**src/rtl/gray_seq_gen.sv**
```systemverilog
// Gray-code sequence source: walks all 2^WIDTH codes up or down from a loadable
// binary start value over a valid/ready handshake. Optional step checker: GRAY_SEQ_CHECK_EN.
module gray_seq_gen #(
  parameter int WIDTH = 4
) (
  input  logic             clk,
  input  logic             rst_n,
  input  logic             start,
  input  logic             dir,
  input  logic             load,
  input  logic [WIDTH-1:0] load_bin,
  input  logic             g_ready,
  output logic [WIDTH-1:0] g_out,
  output logic             g_valid,
  output logic             busy,
  output logic             wrap,
  output logic             done,
  output logic             err
);

  localparam logic [1:0] IDLE = 2'd0;
  localparam logic [1:0] RUN  = 2'd1;
  localparam logic [1:0] DONE = 2'd2;

  localparam logic [WIDTH-1:0] ONE       = {{(WIDTH-1){1'b0}}, 1'b1};
  localparam logic [WIDTH-1:0] ALL_ONES  = {WIDTH{1'b1}};
  localparam logic [WIDTH:0]   STEP_ONE  = {{WIDTH{1'b0}}, 1'b1};
  localparam logic [WIDTH:0]   STEP_LAST = {1'b0, {WIDTH{1'b1}}};

  logic [1:0]       state_q, state_d;
  logic [WIDTH-1:0] bin_q, bin_d;
  logic [WIDTH:0]   step_q, step_d;
  logic             dir_q, dir_d;
  logic             wrap_d;
  logic             xfer;

  function automatic logic [WIDTH-1:0] to_gray(input logic [WIDTH-1:0] b);
    return b ^ (b >> 1);
  endfunction

  // Handshake: a word moves when g_valid and g_ready are both high at a rising
  // edge; while g_valid is high and g_ready low, g_out and g_valid hold stable.
  assign xfer = (state_q == RUN) && g_ready;

  always_comb begin
    state_d = state_q;
    bin_d   = bin_q;
    step_d  = step_q;
    dir_d   = dir_q;
    wrap_d  = 1'b0;
    case (state_q)
      IDLE: begin
        if (load) bin_d = load_bin;
        if (start) begin
          dir_d   = dir;
          step_d  = '0;
          state_d = RUN;
        end
      end
      RUN: begin
        if (xfer) begin
          bin_d  = dir_q ? (bin_q - ONE) : (bin_q + ONE);
          step_d = step_q + STEP_ONE;
          wrap_d = dir_q ? (bin_q == '0) : (bin_q == ALL_ONES);
          // Final transfer: bin is back at its start value.
          if (step_q == STEP_LAST) state_d = DONE;
        end
      end
      DONE:    state_d = IDLE;
      default: state_d = IDLE;
    endcase
  end

  always_ff @(posedge clk or negedge rst_n) begin
    if (!rst_n) begin
      state_q <= IDLE;
      bin_q   <= '0;
      step_q  <= '0;
      dir_q   <= 1'b0;
      g_out   <= '0;
      wrap    <= 1'b0;
    end else begin
      state_q <= state_d;
      bin_q   <= bin_d;
      step_q  <= step_d;
      dir_q   <= dir_d;
      g_out   <= to_gray(bin_d);
      wrap    <= wrap_d;
    end
  end

  assign g_valid = (state_q == RUN);
  assign busy    = (state_q == RUN) || (state_q == DONE);
  assign done    = (state_q == DONE);

`ifdef GRAY_SEQ_CHECK_EN
  logic [WIDTH-1:0] diff;
  logic             one_hot;

  // Exactly one differing bit: non-zero and a power of two.
  assign diff    = g_out ^ to_gray(bin_d);
  assign one_hot = (diff != '0) && ((diff & (diff - ONE)) == '0);

  always_ff @(posedge clk or negedge rst_n) begin
    if (!rst_n) begin
      err <= 1'b0;
    end else if (xfer && !one_hot) begin
      err <= 1'b1;
    end
  end
`else
  assign err = 1'b0;
`endif

endmodule

```
**config.mk**
```make
export PLATFORM = sky130hd
export DESIGN_NAME = gray_seq_gen
export DESIGN_NICKNAME = d
export VERILOG_FILES = /design/src/rtl/gray_seq_gen.sv
export SDC_FILE = /design/constraint.sdc
export NUM_CORES = 1
export LEC_CHECK = 0
export CORE_ASPECT_RATIO = 0.7
export CORE_MARGIN = 2
export CORE_UTILIZATION = 37
export DETAILED_ROUTE_END_ITERATION = 6
export PLACE_DENSITY = 0.63
export RECOVER_POWER = 50
export SYNTH_ARGS = -nofsm -noshare
export SYNTH_HDL_FRONTEND = slang
export SYNTH_SLANG_ARGS = --single-unit
export TNS_END_PERCENT = 20
```
**constraint.sdc**
```tcl
create_clock -name clk -period 3.55 [get_ports clk]
set_input_delay 0.71 -clock clk [delete_from_list [all_inputs] [get_ports clk]]
set_output_delay 0.71 -clock clk [all_outputs]
set_load 0.05 [all_outputs]
```
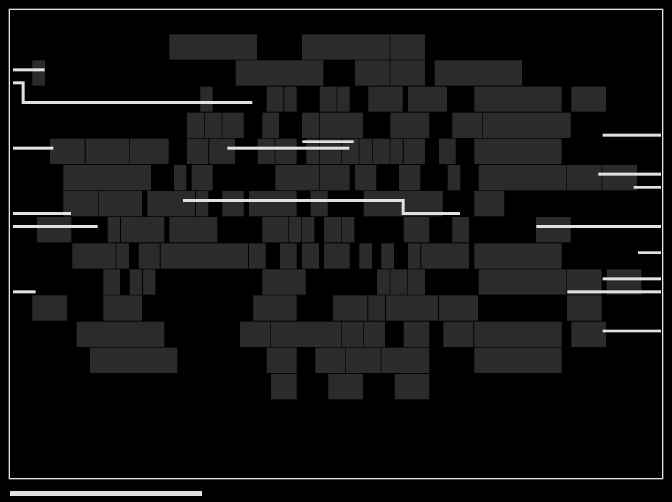
(images/m3.png)
The bar under the picture is 20 um long.
longest straight run: 23.7 um
nets with wire on the layer: 17
wire length on this layer: 147 um
drt total wl: 1.94 mm
vias: 805
M3 GR Usage: 5.35%

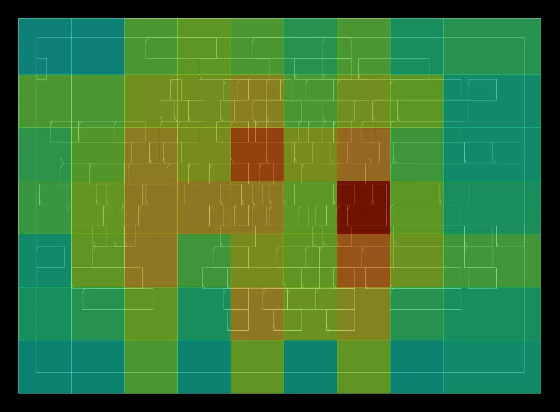
(images/congestion_map.png)
grt met1 use: 19.3%
post-layout util: 46.6%

==> run notes <==
yosys + openroad results -> outcome finished, final reports clean, post-layout min period 2.66 ns, Die Wd a little under 70 um, Worst slew margin about half, cts repair resizes 0, Unique cell types 41, # Post-CTS Setup Buffers 0, Die Size about 0.0033 mm2, initial antenna violation count 0, logic area 599 um2, ANT nets after route 0, LEAKAGE around 0.55 nW, pin count of the biggest net entering global routing 17, Log Warnings 29, Clk pwr share roughly 12%, fill cell total of the finished layout between 200 and 300, WL/cell 12.2 um, Synthesized registers 16, Post-synth ARST share 100%, row cnt 16, cells in synth_stat.txt 107, clock buffer depth 2, iteration tally of the first detailed-router pass 4, Reg area 400 um2, dpl ws approximately 1.2 ns, Hold Path Class flop to flop, total CTS buffers 3, Final setup viols 0, crit path from state_q[1], crit-path max FO 8, Reg power frac a little over a quarter, net switching fraction of the power a little under half, Worst Skew just under 0.01 ns, Initial Util 38.3%, largest area contributor in the netlist dfrtp_1, Arr. time, crit path 1.95 ns, top-area cell type share of the netlist area a little under two fifths, Post-CTS Hold Fix Bufs 0, gr usage total a little over an eighth, first-pass GRT wire length around 3.4 mm, DRC Markers 0
path summary, 6_finish.rpt:
path | slack (ns) | endpoint | depth (start not counted)
hold / removal | 0.53 | state_q[1] | 1
min in group asynchronous | 0.96 | step_q[1] | 1
setup reg to reg | 1.49 | g_out[2] | 7
hold reg to reg | 0.53 | state_q[1] | 1
max in group asynchronous | 2.12 | step_q[0] | 1
setup / recovery | 0.89 | g_valid | 3
critical path: stages (launching register included):
cell	delay, ns
dfrtp_1	0.39
inv_1	0.10
ha_1	0.33
clkdlybuf4s50_1	0.87
flip-flops by register name, indices dropped and copies added (netlist names):
| signal | cells |
|---|---|
| bin_q | 4 |
| dir_q | 1 |
| g_out | 3 |
| state_q | 2 |
| step_q | 5 |
| wrap | 1 |
power groups by stage:
stage / clock network, mW / registers, mW / logic (mW)
after floorplan: 0 / 0.385 / 0.580
after global placement: 0 / 0.340 / 0.773
after detailed placement: 0 / 0.343 / 0.785
after CTS: 0.161 / 0.340 / 0.788
after global routing: 0.174 / 0.351 / 0.866
final: 0.158 / 0.339 / 0.776
through the flow:
stage | cells | area [um2] | hold slack (ns) | power (mW)
after floorplan | 107 | 1060 | 0.414 | 0.965
after CTS | 159 | 1290 | 0.539 | 1.29
after global routing | 159 | 1290 | 0.556 | 1.39
final | 159 | 1290 | 0.530 | 1.27
after global placement | 155 | 1230 | 0.508 | 1.11
after detailed placement | 155 | 1230 | 0.524 | 1.13
per-layer routing:
| metal | GRT usage, % | routed length [um] | vias to the layer above |
|---|---|---|---|
| met5 | 0 | 0 | - |
| met4 | 2.00 | 0 | 0 |
| met3 | 5.35 | 147 | 0 |
| met2 | 19.9 | 872 | 22 |
| met1 | 19.3 | 923 | 377 |
| li1 | - | - | 406 |
layout by cell type (no fill, tap or decap), drive strengths merged, types with 2 or more instances in the layout:
master         synthesis  final
clkdlybuf4s50          0     14
nor2b                  3      3
mux2                   3      3
o21ai                  9      9
clkbuf                 0      4
ha                     8      8
nand2b                 3      3
nor3b                  2      2
a31oi                  2      2
xnor2                  2      2
nand2                  7      7
a221o                  2      2
a21oi                 10     10
dlygate4sd3            0      3
inv                    5      5
xor2                   3      3
nor2                   8      8
dfrtp                 16     16
mux2i                  3      3
final cells by class:
class | count | share of cell area, %
well taps | 36 | 3.50
flip-flops and latches | 16 | 31.1
inverters | 5 | 1.46
multi-input cells | 81 | 46.5
repair buffers | 17 | 13.2
clock buffers | 4 | 4.27
logic make-up after synthesis:
group,after synthesis,share of synthesized area (%)
and+or+nand+nor,32,16.1
AOI/OAI and AO/OA,28,17.2
DFF,16,37.9
buffers and inverters,10,5.44
adders and majority gates,9,11.4
muxes,6,7.57
xor gates and xnor gates,5,4.14
other,1,0.355
Power and IR drop assume default switching activity.
